### config.mk
export PLATFORM = sky130hd
export DESIGN_NAME = ram64_loader
export DESIGN_NICKNAME = d
export VERILOG_FILES = /design/src/rtl/ram64_loader_pkg.sv /design/src/rtl/ram64_loader.sv
export SDC_FILE = /design/constraint.sdc
export NUM_CORES = 1
export LEC_CHECK = 0
export ABC_AREA = 1
export CORE_UTILIZATION = 42
export CTS_BUF_LIST = sky130_fd_sc_hd__clkbuf_8 sky130_fd_sc_hd__clkbuf_16
export CTS_CLUSTER_DIAMETER = 60
export DETAILED_ROUTE_END_ITERATION = 16
export GPL_ROUTABILITY_DRIVEN = 0
export PLACE_DENSITY_LB_ADDON = 0.3
export SKIP_LAST_GASP = 1
export SYNTH_ARGS = -nofsm -noshare
export SYNTH_HDL_FRONTEND = slang
export SYNTH_SLANG_ARGS = --single-unit
### constraint.sdc
create_clock -name clk -period 1.7 [get_ports clk]
set_input_delay 0.34 -clock clk [delete_from_list [all_inputs] [get_ports clk]]
set_output_delay 0.34 -clock clk [all_outputs]
set_load 0.05 [all_outputs]
### src/rtl/ram64_loader_pkg.sv
// Shared constants and types for the ram64 bootstrap/clear engine.
// Pure definitions, no logic and therefore no latency.
// No flow control of its own; consumers decide their own handshakes.
package ram64_loader_pkg;

    // ram64 geometry: 64 words of 16 bits (one Hack word each)
    localparam int ADDR_W = 6;
    localparam int DATA_W = 16;

    // Operation FSM encoding
    typedef enum logic [1:0] {
        ST_IDLE = 2'd0,
        ST_RUN  = 2'd1,
        ST_FIN  = 2'd2
    } state_e;

    // Operation modes, latched on start
    localparam logic MODE_LOAD  = 1'b0;
    localparam logic MODE_CLEAR = 1'b1;

endpackage : ram64_loader_pkg

### src/rtl/ram64_loader.sv
// Preloads (stream load) or fills (clear) a consecutive, wrapping ram64 address range.
// Write outputs are registered: a word taken at edge E is on the ram64 ports for E..E+1.
// s_ready depends on registered state only; load mode stalls cleanly while s_valid is low.
module ram64_loader #(
    parameter int                          ADDR_W      = ram64_loader_pkg::ADDR_W,
    parameter int                          DATA_W      = ram64_loader_pkg::DATA_W,
    parameter logic [DATA_W-1:0]           CLEAR_VALUE = '0
) (
    input  logic                clk,
    input  logic                reset_n,
    input  logic                start,
    input  logic                mode,
    input  logic [ADDR_W-1:0]   base,
    input  logic [ADDR_W:0]     count,
    input  logic                s_valid,
    input  logic [DATA_W-1:0]   s_data,
    output logic                s_ready,
    output logic [DATA_W-1:0]   mem_in,
    output logic [ADDR_W-1:0]   mem_address,
    output logic                mem_load,
    output logic                busy,
    output logic                done
);

    import ram64_loader_pkg::*;

    // Remaining-word counter must hold the full depth (64), hence one extra bit.
    localparam int              CNT_W     = ADDR_W + 1;
    localparam logic [CNT_W-1:0] MAX_COUNT = {1'b1, {ADDR_W{1'b0}}};

    state_e              state_q, state_d;
    logic                mode_q, mode_d;
    logic [ADDR_W-1:0]   ptr_q, ptr_d;
    logic [CNT_W-1:0]    rem_q, rem_d;
    logic [DATA_W-1:0]   mem_in_q, mem_in_d;
    logic [ADDR_W-1:0]   mem_addr_q, mem_addr_d;
    logic                mem_load_q, mem_load_d;
    logic                done_q, done_d;
    logic                rem_zero;
    logic                wr_fire;

    assign rem_zero = (rem_q == '0);

    // Stream acceptance: only in a running load with words still outstanding.
    assign s_ready = (state_q == ST_RUN) && (mode_q == MODE_LOAD) && !rem_zero;

    // A write is issued on a stream handshake, or on every running cycle in clear mode.
    assign wr_fire = (state_q == ST_RUN) && !rem_zero &&
                     ((mode_q == MODE_CLEAR) || s_valid);

    // Next-state and write-port logic; write data/address hold when no write is issued.
    always_comb begin
        state_d    = state_q;
        mode_d     = mode_q;
        ptr_d      = ptr_q;
        rem_d      = rem_q;
        mem_in_d   = mem_in_q;
        mem_addr_d = mem_addr_q;
        mem_load_d = 1'b0;
        done_d     = 1'b0;

        unique case (state_q)
            ST_IDLE: begin
                if (start) begin
                    mode_d  = mode;
                    ptr_d   = base;
                    // Requests beyond the address space are clipped to one full pass.
                    rem_d   = (count > MAX_COUNT) ? MAX_COUNT : count;
                    state_d = (count == '0) ? ST_FIN : ST_RUN;
                end
            end
            ST_RUN: begin
                if (wr_fire) begin
                    mem_in_d   = (mode_q == MODE_CLEAR) ? CLEAR_VALUE : s_data;
                    mem_addr_d = ptr_q;
                    mem_load_d = 1'b1;
                    ptr_d      = ptr_q + 1'b1;   // wraps naturally at the top address
                    rem_d      = rem_q - 1'b1;
                end else if (rem_zero) begin
                    // Final write commits on the same edge that enters FIN.
                    state_d = ST_FIN;
                end
            end
            ST_FIN: begin
                // start is deliberately not sampled here.
                state_d = ST_IDLE;
            end
            default: begin
                state_d = ST_IDLE;
            end
        endcase

        // done is registered so it is high exactly while the FSM sits in FIN.
        done_d = (state_d == ST_FIN);
    end

    // State and output registers; reset aborts any operation and drops mem_load at once.
    always_ff @(posedge clk or negedge reset_n) begin
        if (!reset_n) begin
            state_q    <= ST_IDLE;
            mode_q     <= MODE_LOAD;
            ptr_q      <= '0;
            rem_q      <= '0;
            mem_in_q   <= '0;
            mem_addr_q <= '0;
            mem_load_q <= 1'b0;
            done_q     <= 1'b0;
        end else begin
            state_q    <= state_d;
            mode_q     <= mode_d;
            ptr_q      <= ptr_d;
            rem_q      <= rem_d;
            mem_in_q   <= mem_in_d;
            mem_addr_q <= mem_addr_d;
            mem_load_q <= mem_load_d;
            done_q     <= done_d;
        end
    end

    assign mem_in      = mem_in_q;
    assign mem_address = mem_addr_q;
    assign mem_load    = mem_load_q;
    assign busy        = (state_q != ST_IDLE);
    assign done        = done_q;

endmodule : ram64_loader

**Supply network**

Scale bar: 20 um. Pins as bars on the die edge.
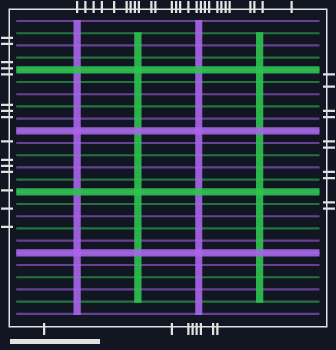
legend:
  green:
    net: VDD
  purple:
    net: VSS
met5 straps: 4
rows: 24
die width: 70.5 um
core area: 4410 um2
Die Ht: 70.5 um
Max VDD drop: 990 uV

**Cell classes on the final placement**

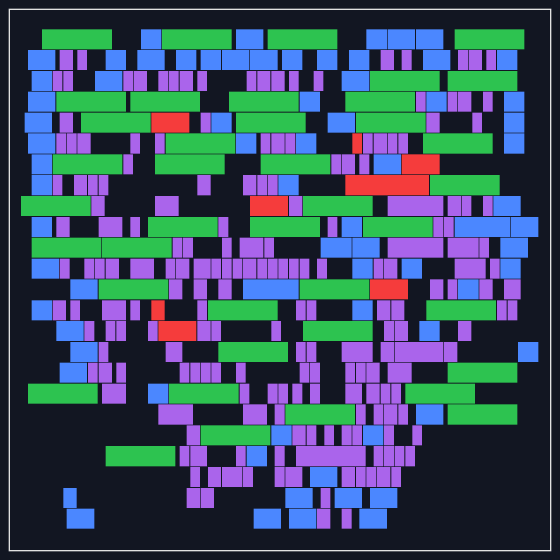
legend:
  red:
    class: clock drivers and dummy loads
    cells: 8
  purple:
    class: combinational and other logic
    cells: 196
  blue:
    class: remaining buffers and delay cells
    cells: 72
  green:
    class: sequential cells
    cells: 40
post-route cell area: 2780 um2
Placement Rows: 24
Util after Layout: 0.630
flop share of the area: 0.360

**Clock wires, drivers and flops**

Scale bar: 20 um.
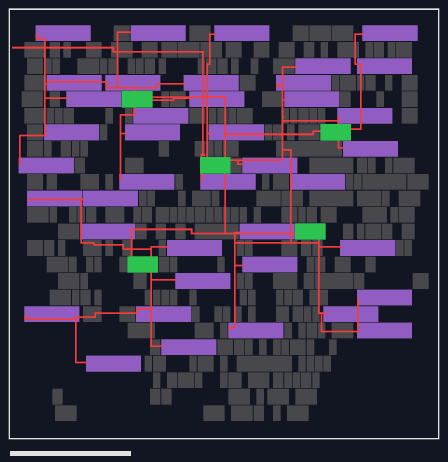
legend:
  green:
    item: clock drivers
    count: 5
  red:
    item: clock wires
    length: 502 um
  purple:
    item: flip-flops
    count: 40
routed clock nets: 6
P_clk: 0.762 mW
clock share of power: 0.129
Late-Pin Clk Latency: 0.29 ns

==> impl_metrics.py <==
# Metrics from the implementation run
metrics = {
    "global_route": {
        "busiest_layer": "met2",
        "grt_max_degree": 26,
        "grt_first_pass_wirelength_um": 7670,
        "antenna_found_initial": 0,
    },
    "synth": {
        "ys_dominant_reg_cell": "dfrtp_1",
        "yosys_warnings": 0,
        "logic_family": "simple AND/OR/NAND/NOR gates",
        "ys_top_cells_by_count": "nand2_1, dfrtp_1, o21ai_0",
        "async_reset_ff_frac": 1.00,
        "ys_seq_share": 0.509,
        "avgSynthCellArea_um2": 8.03,
        "top_area_cell": "dfrtp_1",
        "synth-edff-count": 0,
        "synth_area_um2": 1970,
    },
    "sta": {
        "rsz0062_at_grt": "yes",
        "slew_headroom": 0.691,
        "postLayoutSetupSlackWorst_ns": -0.0303,
        "skew_ns": 0.00571,
        "setup_viol": 1,
    },
    "status": {
        "violations": "negative setup slack",
        "outcome": "finished, violations left",
    },
    "clock_network": {
        "numCtsBuffers": 5,
        "root_buffer": "clkbuf_8",
    },
    "placement": {
        "dp_cells": 356,
        "dp.final_hpwl_um": 3260,
        "placed_cell_area_um2": 2590,
    },
    "routing": {
        "wl_met3_um": 214,
        "wl_um": 4490,
        "vias": 1792,
        "drt-initial-drc-count": 85,
    },
    "hold_path": {
        "min_to": "mem_in[12]",
        "min_path_cells": 2,
        "hp-class": "flop to flop",
    },
    "cells_and_area": {
        "clockBufferCount": 5,
        "lay_top_cells": "nand2_1, dfrtp_1, buf_4",
        "drive_gt1_frac": 0.212,
        "buffers": 72,
        "antenna_cells": 0,
        "buffer_area_frac": 0.234,
        "lay_top_count": "nand2_1",
    },
    "floorplanning": {
        "die_area_um2": 4960,
        "nWellTaps": 52,
        "fp_util": 0.446,
    },
    "pwr": {
        "switching_share": 0.487,
        "power.switching_mw": 2.87,
        "pwr-share-comb": 0.596,
    },
    "worst_setup_path": {
        "critPathArrivalTime_ns": 1.39,
        "crit_chain": "inv_2 -> ha_4 -> inv_2 -> nor2_4 -> nand3_4 -> nand2_4 -> nor2_4 -> buf_12",
        "r2r_setup_slack_ns": 0.08,
    },
}
Power is estimated from default activity; no workload was simulated.
